==> config.mk <==
export PLATFORM = sky130hd
export DESIGN_NAME = alu_shift_seq
export DESIGN_NICKNAME = d
export VERILOG_FILES = /design/src/rtl/alu_shift_seq_pkg.sv /design/src/rtl/alu_shift_seq_step.sv /design/src/rtl/alu_shift_seq.sv
export SDC_FILE = /design/constraint.sdc
export NUM_CORES = 1
export LEC_CHECK = 0
export ABC_AREA = 0
export CAP_MARGIN = 20
export CORE_MARGIN = 4
export CORE_UTILIZATION = 53
export CTS_CLUSTER_DIAMETER = 120
export DETAILED_ROUTE_END_ITERATION = 12
export PLACE_DENSITY = 0.86
export SYNTH_ARGS = -nofsm -noshare
export SYNTH_HDL_FRONTEND = slang
export SYNTH_HIERARCHICAL = 1
export SYNTH_SLANG_ARGS = --single-unit
==> constraint.sdc <==
create_clock -name clk -period 3 [get_ports clk]
set_clock_uncertainty 0.05 [all_clocks]
set_input_delay 0.9 -clock clk [delete_from_list [all_inputs] [get_ports clk]]
set_output_delay 0.9 -clock clk [all_outputs]
set_load 0.1 [all_outputs]
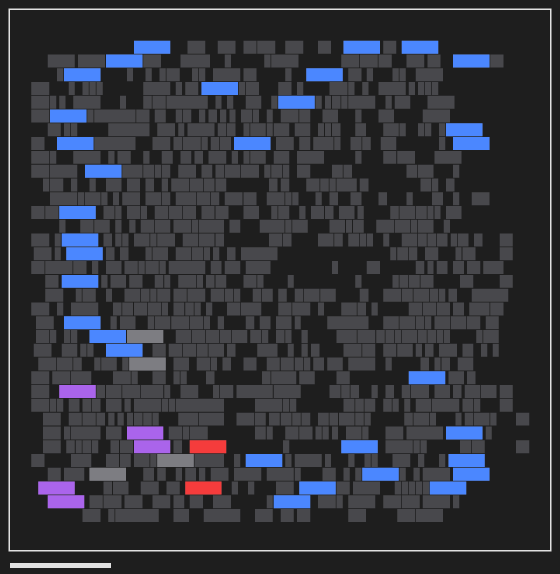
*Where the registers sit, run 1*
Scale bar: 20 um. Other sequential cells in the stronger grey, the rest of the logic in the fainter grey.
- blue: rd (placed flops 32; where spread over the die)
- red: state_q (placed flops 2)
- purple: rem_q (placed flops 5; where south-west)
- not coloured: 4
area taken by flip-flops and latches: 861 um2
Seq area share: 14.4%
core utilization of the finished layout: 63.7%
sequential power: 730 uW

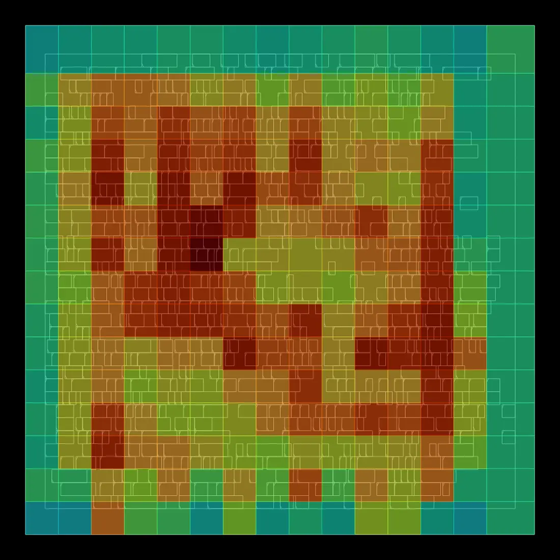
*Routing congestion, run 1*
global-route met2 utilization: 48.1%
wire length per cell: 20.9 um

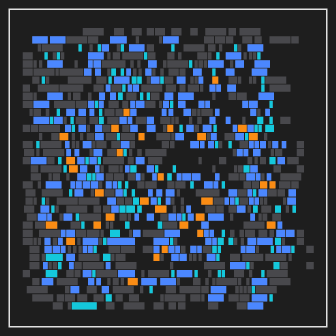
*Logic cells by family, run 1*
- cyan: nor cells (cells 113; most used nor2_1; where spread over the die)
- blue: aoi and oai cells (cells 214; most used a21oi_1)
- orange: and/or cells (cells 30; most used or3b_1)
fraction of area in multi-input gates: 64.2%
most numerous logic cell after layout: nand2_1
count of non-filler cells in the finished layout: 876

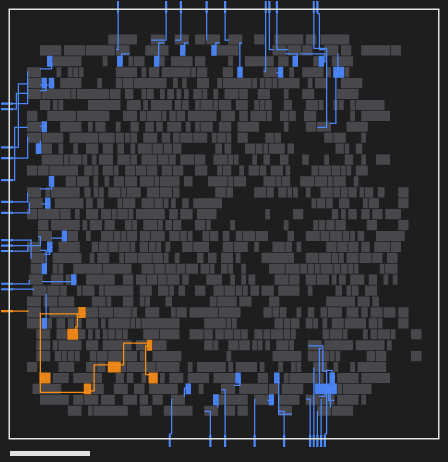
*Port wiring, run 1*
Scale bar: 20 um.
- orange: rst_n (bits 1; direction input; edge west; end cells 7; buffers 1; wire 91.8 um)
- blue: rs1 (bits 32; direction input; edge 12 west, 10 south, 10 north; end cells 32; buffers 32; wire 524 um)
IO Port Bufs: 77
Top Ports: 105

==> results.txt, run 1 <==
The layout was made with Yosys and OpenROAD.

Of all cell types, the one taking the most synthesized area is dfxtp_1. Per report_power, the top consumer among the power groups is combinational logic. The overall overflow remaining after global route is 0.

The post-place setup slack is 0.146 ns. The number of pins with negative max-slew slack in the final report is 0. Yosys attributes the largest share of cell area to dfxtp_1 (17%), nand2_1 (9.7%), a311oi_2 (9.3%). The fraction of synthesized cell area taken by the top area cell type is 16.7%. The standard cell core area is 9370 um2. The startpoint type of the worst setup path is a register. Summing internal, switching and leakage power gives 2.55 mW.

The warning tally printed by Yosys for this design is 6. The largest single stage delay on the critical path is 0.50 ns. The relative contribution of combinational cells to total power is 55.2%.

The post-synthesis net count is 777. Looking at the power breakdown, the clock network takes 16.1% of the total. The most common logic cells in the final layout are nand2_1 (133), nor2_1 (82), buf_4 (58). The run finished with clean final reports.

Between the synthesized netlist and the finished layout, the area growth was recorded as 15.9%. The number of synthesized register bits is 43. Listed in order, past its start point the critical path passes nor3_4, and2_2, or3b_1, buf_4, o22ai_1, a21oi_1, a311oi_1, nand2_1, a311oi_2. For flop-to-flop paths, the worst setup slack is 0.17 ns.

The sum of negative setup slack is 0 ns. The top logic cell family in the synthesized netlist is AND-OR/OR-AND gates. In this run, the number of DRC markers left after iteration 0 of detailed routing was 838. The pin closest to its max-slew limit shows a slew of 0.687 ns. For reference, the final report shows the hold violation count at 0. The core utilization at floorplan is 55.0%.

The achievable frequency is 353 MHz. The sequential fraction of the synthesis area is 16.7%. The worst register-to-register path has a depth of 9. The length of the first detailed-routing pass in iterations is 6. The worst setup path is captured at a register. The post-layout net count is 818.

The share of the cycle needed by the critical path after routing is 94.3%. The required time of the worst setup path is 3.17 ns. The number of buffers inserted by hold repair at cts is 0. The critical path is of the register to register type. The number of buffers on the longest clock path is 2. After Yosys synthesis, XOR and XNOR cells account for 0% of the synthesized area. The final-report setup violation count is 0.

The STA report counts the stages on the worst setup path as 9.
==> run 1: worst register-to-register path: stages (launching register included) <==
cell and delay, ns:
dfxtp_1 0.39, nor3_4 0.31, and2_2 0.25, or3b_1 0.50, buf_4 0.21, o22ai_1 0.16
a21oi_1 0.12, a311oi_1 0.34, nand2_1 0.13, a311oi_2 0.27
==> run 1: area by class of cell <==
class / count / area (um2)
Timing Repair Buffer: 107 / 986
Clock buffer: 5 / 68.8
Inverter: 10 / 37.5
Fill cell: 923 / 3400
Sequential cell: 43 / 861
Tap cell: 129 / 161
Multi-Input combinational cell: 579 / 3830
Clock inverter: 3 / 23.8
==> run 1: layer usage <==
layer  up-vias  GRT usage [%]  share of wire, %
li1       2736              -                 -
met1      2806           41.9                39
met2       472           48.1                45
met3        87           5.90                12
met4         0           12.3               4.0
met5         -              0                 0
### Zoomed window, run 1

Scale bar: 10 um. Region (14, 14) to (39, 39) um. Cells in grey, sequential cells in the stronger grey; small squares are vias.
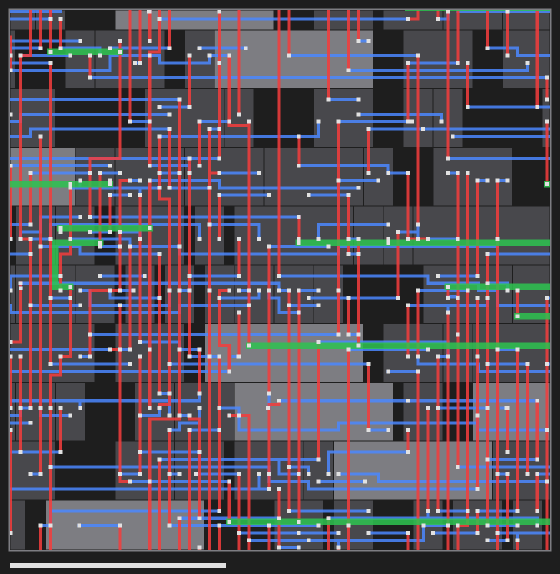

## Run 2: what changed since run 1
Settings changed: CORE_UTILIZATION 53 to 40, PLACE_DENSITY 0.86 to 0.69.
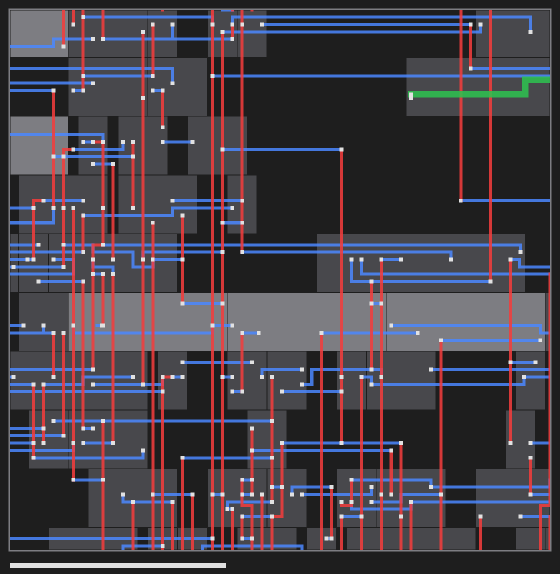
*Zoomed window, run 2*
Scale bar: 10 um. Region (18, 18) to (43, 43) um. Cells in grey, sequential cells in the stronger grey; small squares are vias.
- red: M2
- blue: M1
- green: M3
- most frequent: nand2_1 (4)
- sequential cells in the window: 3
- cells with their middle in the window: 37

==> run 2 against run 1 <==
  * Final cell count grew 6.4%
  * Setup slack gained 0.054 ns
  * Register-to-register slack gained 0.05 ns
  * Critical path type unchanged
==> results.txt, run 2 <==
The layout was made with Yosys and OpenROAD.

Logged for this run, the post-placement worst setup slack is 0.208 ns. For met3 alone, demand over resource in global routing was 3.87%. The number of input and output port buffers inserted is 77. The number of synthesized register bits is 43. The largest driver fanout on the critical path is 52.

The synthesized design devotes to its leading area cell type 16.7% of total area. OpenROAD reports that the post-layout worst path occupies 92.5% of the period. The overall overflow remaining after global route is 0. Pins over their slew limit in the final report were tallied at 0. For the pin with the worst max-slew slack, the measured transition is 0.653 ns. The share of total power dissipated in combinational logic is 50.4%. The core region is 12600 um2. The final timing report counts setup violations totalling 0.

The number of DRC markers in iteration 0 is 648. For this design, the CTS-stage hold fixing added 0 buffers. The first detailed-routing pass took 6 iterations.

In the final design database the tool counted 831 nets. For reference, the top logic cell family by area is AND-OR/OR-AND gates. After routing, the total negative slack on setup checks comes to 0 ns. Measured on the finished design, the core utilization comes to 49.0%.

On the worst path, the slowest cell contributes a delay of 0.49 ns. The number of buffers on the longest clock path is 2. According to the I/O placement log, the pin count is 105. Fill cells in the final layout number 1302. Per the timing report, the achievable frequency comes out to 360 MHz. The STA report counts the stages on the worst setup path as 11. Of the total synthesized cell area, the portion taken by XOR and XNOR cells is 0%.

The core utilization at floorplan is 40.8%. STA classifies the critical path startpoint as a register. Looking at the power breakdown, the clock network takes 23.7% of the total. The leading power group is combinational logic. The post-synthesis net count is 777. Sequential power for this build is 728 uW.

The run finished with clean final reports. The number of antenna violations at the first check in global routing was 0. STA classifies the critical path endpoint as a register. The clock tree root driver cell is clkbuf_16. The number of hold violations in the final report is 0. The critical path goes through nor3_4, and2_2, buf_4, buf_16, o21bai_1, a31oi_1, nor2_1, a22o_1, a21oi_1, nand2_1, a311oi_2. The peak-usage layer in the global routing report is met2.

The critical path is of the register to register type. Relative to the synthesized area, the layout overhead comes to 19.9%. The met2 track demand over resource is 38.2%. The number of maximum-capacitance violations recorded for the run is 0. Power comes to 2.81 mW.

For this run, the register share of the synthesized area comes to 16.7%. The leading cell type in the layout, fill and taps excluded is nand2_1.
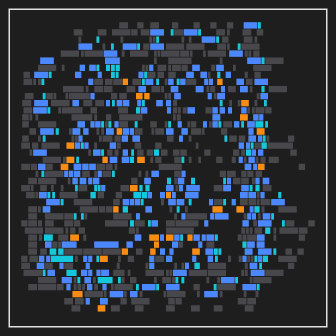
*Logic cells by family, run 2*
- blue: aoi and oai cells (cells 214; most used a21oi_1)
- cyan: nor cells (cells 113; most used nor2_1; where spread over the die)
- orange: and/or cells (cells 30; most used or3b_1)
count of non-filler cells in the finished layout: 932
fraction of area in multi-input gates: 61.9%

==> run 2: cell counts after synthesis <==
No cell type changed its count.
==> run 2: per-stage QoR <==
step	hold WS, ns	instance area (um2)	cells
6_report	0.473	6180	932
5_1_grt	0.504	6180	932
4_1_cts	0.477	6150	930
3_3_place_gp	0.437	5980	922
2_1_floorplan	0.451	5150	705
3_5_place_dp	0.456	5980	922
==> run 2: final cells by class <==
type	instances	area, um2	area share (%)
multi-input cells	579	3830	61.9
repair buffers	120	1070	17.2
flip-flops and latches	43	861	13.9
well taps	172	215	3.48
clock buffers	5	125	2.02
clock inverters	3	47.5	0.769
inverters	10	37.5	0.607
==> run 2: layer usage <==
metal	routed length, um	up-vias
met4	425	0
li1	-	2772
met5	0	-
met3	1420	37
met2	8460	302
met1	8100	2826
Power and IR drop assume default switching activity.
